==> config.mk <==
export PLATFORM = sky130hd
export DESIGN_NAME = conv3x3_stream_flat
export DESIGN_NICKNAME = d
export VERILOG_FILES = /design/src/rtl/conv3x3_stream_if.sv /design/src/rtl/conv3x3_stream.sv /design/src/flat_wrapper.sv
export SDC_FILE = /design/constraint.sdc
export NUM_CORES = 2
export LEC_CHECK = 0
export CORE_MARGIN = 2
export CORE_UTILIZATION = 25
export DETAILED_ROUTE_END_ITERATION = 8
export GPL_TIMING_DRIVEN = 1
export SKIP_CTS_REPAIR_TIMING = 1
export SLEW_MARGIN = 20
export SYNTH_ARGS = -nofsm -noshare
export SYNTH_HDL_FRONTEND = slang
export SYNTH_SLANG_ARGS = --single-unit
==> constraint.sdc <==
create_clock -name clk -period 7.5 [get_ports clk]
set_input_delay 1.125 -clock clk [delete_from_list [all_inputs] [get_ports clk]]
set_output_delay 1.125 -clock clk [all_outputs]
set_load 0.1 [all_outputs]
Metal 3:
The bar under the picture is 200 microns long.
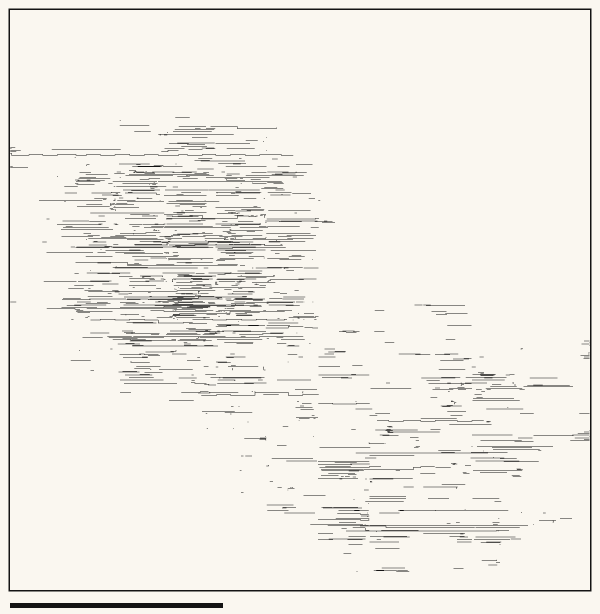
nets with wire on the layer: 526
wire length on this layer: 18600 microns
main direction: horizontal
longest straight run: 149 microns
share of all routed wire: 9.0%
met3 usage in global routing: 2.176%
drt total wl: 207.5 mm

Nets reached from selected ports:
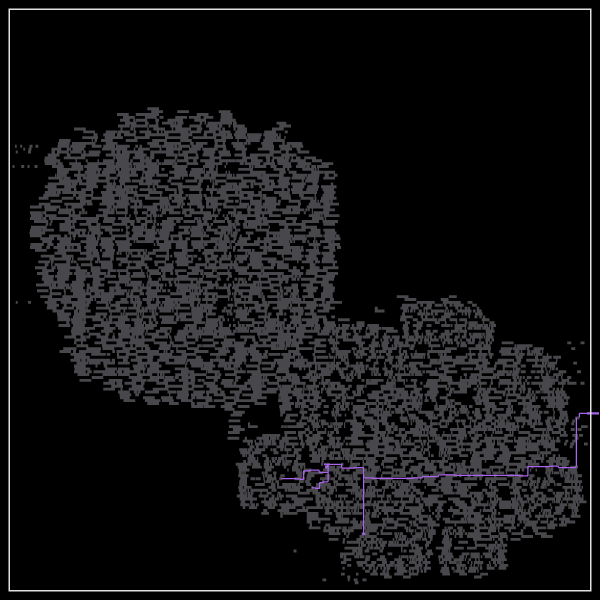
legend:
  purple:
    port: bus_in_ready
    bits: 1
    direction: output
    end_cells: 1
    buffers: 2
    wire: 480 microns
I/O pin count: 38
Buffers on Ports: 37

Placement view:
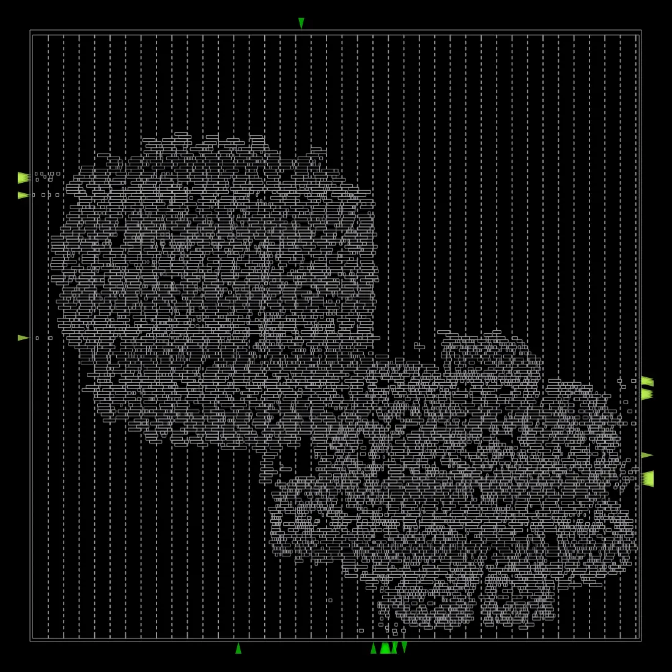
total number of placement rows: 198
sequential fraction of total cell area: 47.74%
Flop Count: 1352
Post-Route Utilization: 28.95%
fill cell count: 29390

Cell area per tile:
27 x 27 tiles, from black (low) to pale yellow (high), 0 to 100% covered.
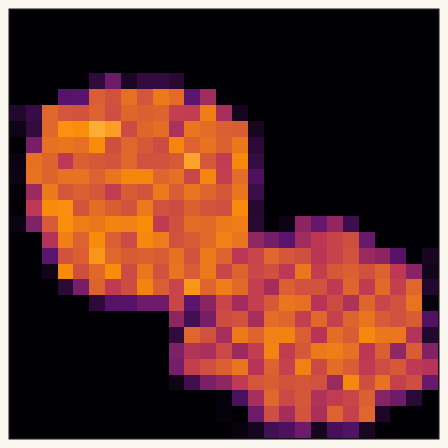
emptiest ninth of the die: north-east
fullest tile: 82%
mean over tiles: 27%
nearly empty tiles: 48%
tiles over 75% full: 1.4%
Init Core Util: 25.16%
core area: 291600 sq um

==> flow_metrics.env <==
# yosys + openroad results
export IMPL_clock_root_buffer="sky130_fd_sc_hd__clkbuf_16"
export IMPL_timing_final_hold_violations=0
export IMPL_ys_flops=1352
export IMPL_synth_distinct_cells=77
export IMPL_post_route_period_util_pct=97.44
export IMPL_grt_antenna_before_repair=21
export IMPL_postPlaceCellArea_sq_um=79400
export IMPL_ff2ff_setup_slack_ns=0.19
export IMPL_grt_first_pass_wirelength_mm=309.0
export IMPL_hold_worst_slack_ns=0.4506
export IMPL_drtPass1Iterations=8
export IMPL_dp_cells=9562
export IMPL_number_of_global_route_vias_before_repair=46860
export IMPL_final_setup_worst_slack_ns=0.1919
export IMPL_critPathRequiredTime_ns=8.13
export IMPL_fin_setup_tns_ns=0
export IMPL_layoutNonFillerInstCount=9820
export IMPL_ir_drop_mv=1.632
export IMPL_powerClk_mw=7.28
export IMPL_asyncSetResetFlopFracSynth_pct=0
export IMPL_min_path_cells=2
export IMPL_cts_clk_slew_worst_paths_ns=0.06
export IMPL_clock_cell_area_share_pct=5.734
export IMPL_layout_top_cell_excl_fill_tap="sky130_fd_sc_hd__edfxtp_1"
export IMPL_first_iter_violations=5366
export IMPL_post_synth_cell_area_avg_sq_um=13.03
export IMPL_outcome="finished, final reports clean"
export IMPL_tap_cells=3900
export IMPL_worstMarginPinSlew_ns=1.162
export IMPL_worst_clock_skew_ns=0.08381
export IMPL_die_area_sq_um=297800
export IMPL_number_of_enable_flip_flop_cells=1321
export IMPL_worstPathArrival_ns=7.93
export IMPL_power_sequential_total_mw=9.09
export IMPL_fp_nets=6523
export IMPL_report_final_slew_viol_count=0
export IMPL_placed_wire_length_estimate_mm=137.0
export IMPL_area_growth_syn_to_layout_pct=15.04
export IMPL_die_size_x_microns=545.8
export IMPL_critical_path_most_common_cell="sky130_fd_sc_hd__inv_2"
export IMPL_unrepaired_setup_endpoints_after_global_routing="true"
export IMPL_ant_diodes=2
export IMPL_postLayoutCellArea_sq_um=84410
export IMPL_numCtsBuffers=142
export IMPL_sort_of_element_at_the_end_of_the_critical_path="flip-flop"
export IMPL_start_kind="flip-flop"
export IMPL_timing_worst_setup_path_type="flip-flop to flip-flop"
export IMPL_clock_buffers=168
export IMPL_clock_power_share_pct=21.5
export IMPL_drc=0
export IMPL_num_vias=46650
export IMPL_synth_cell_area_sq_um=73370
export IMPL_combinationalPowerShare_pct=51.6
export IMPL_cellLeakagePower_nw=31.63
export IMPL_drv_max_cap_violation_count=0
export IMPL_gr_usage_all_layers_pct=13.69
export IMPL_pin_count_of_the_biggest_net_entering_global_routing=116
export IMPL_final_net_count=6701
export IMPL_avgViaCountPerCell=4.750
export IMPL_p_sw_mw=13.01
export IMPL_internal_power_mw=20.82
export IMPL_seq_power_share_pct=26.9
export IMPL_hold_path_class="flip-flop to flip-flop"
export IMPL_post_route_cells_drive_above_1_share_pct=8.888
export IMPL_syn_inst=5629
export IMPL_inverters_excl_clock=637
export IMPL_worstRegToRegCells=30
export IMPL_die_h_microns=545.8
export IMPL_gp_congestion=0.8708
export IMPL_p_comb_mw=17.5
export IMPL_tool_warning_count=33
==> per-layer routing <==
layer	track usage [%]	wire length [microns]	up-vias
li1	-	-	20360
met1	18.93	87290	23900
met2	22.10	95970	2079
met3	2.176	18640	308
met4	3.825	5560	0
met5	0	0	-
==> cells by family (layout without fill, tap and decap cells) <==
group           count (synthesis)  count (layout)  share of synthesized area, %
compound gates                873             873                         8.124
xor+xnor                      105             105                         1.253
fa+ha+maj                     867             867                         19.29
buf+inv                       817            1106                         4.270
flops                        1352            1352                         54.91
mux                           163             163                         2.384
other cells                     0               2                             0
simple gates                 1452            1452                         9.773
==> critical path: cells and delay by family (launching register included) <==
| family | cells | cell delay, ns |
|---|---|---|
| adder cells (fa/ha/maj) | 8 | 3.41 |
| AND-OR/OR-AND | 14 | 2.81 |
| buffers and inverters | 6 | 0.44 |
| XOR/XNOR | 1 | 0.09 |
| flip-flops | 1 | 0.34 |
| AND/OR/NAND/NOR | 1 | 0.04 |
==> Yosys cell counts, drive strengths merged (11+ instances only) <==
cell    count  area share, %
buf        90           0.55
a31oi      68           0.58
and2      411            3.5
mux2       34           0.52
o21ai      87           0.60
fa        440             12
a221oi     47           0.56
xnor2      57           0.68
a22o       26           0.31
nor2b      33           0.28
o21a       23           0.24
a22oi     119            1.2
xor2       48           0.57
nor3       84           0.57
a211oi     27           0.29
mux2i     123            1.7
a21oi     237            1.6
a222oi     55           0.75
nor4       11           0.10
nand3      35           0.24
clkbuf     90           0.46
and3       18           0.16
or2        20           0.17
nor2      295            1.5
nand2     428            2.2
dfxtp      31           0.85
edfxtp   1321             54
ha        427            7.3
nand2b     71           0.61
o211ai     11           0.11
or3        19           0.16
o22ai      51           0.43
a21o       39           0.41
inv       636            3.3
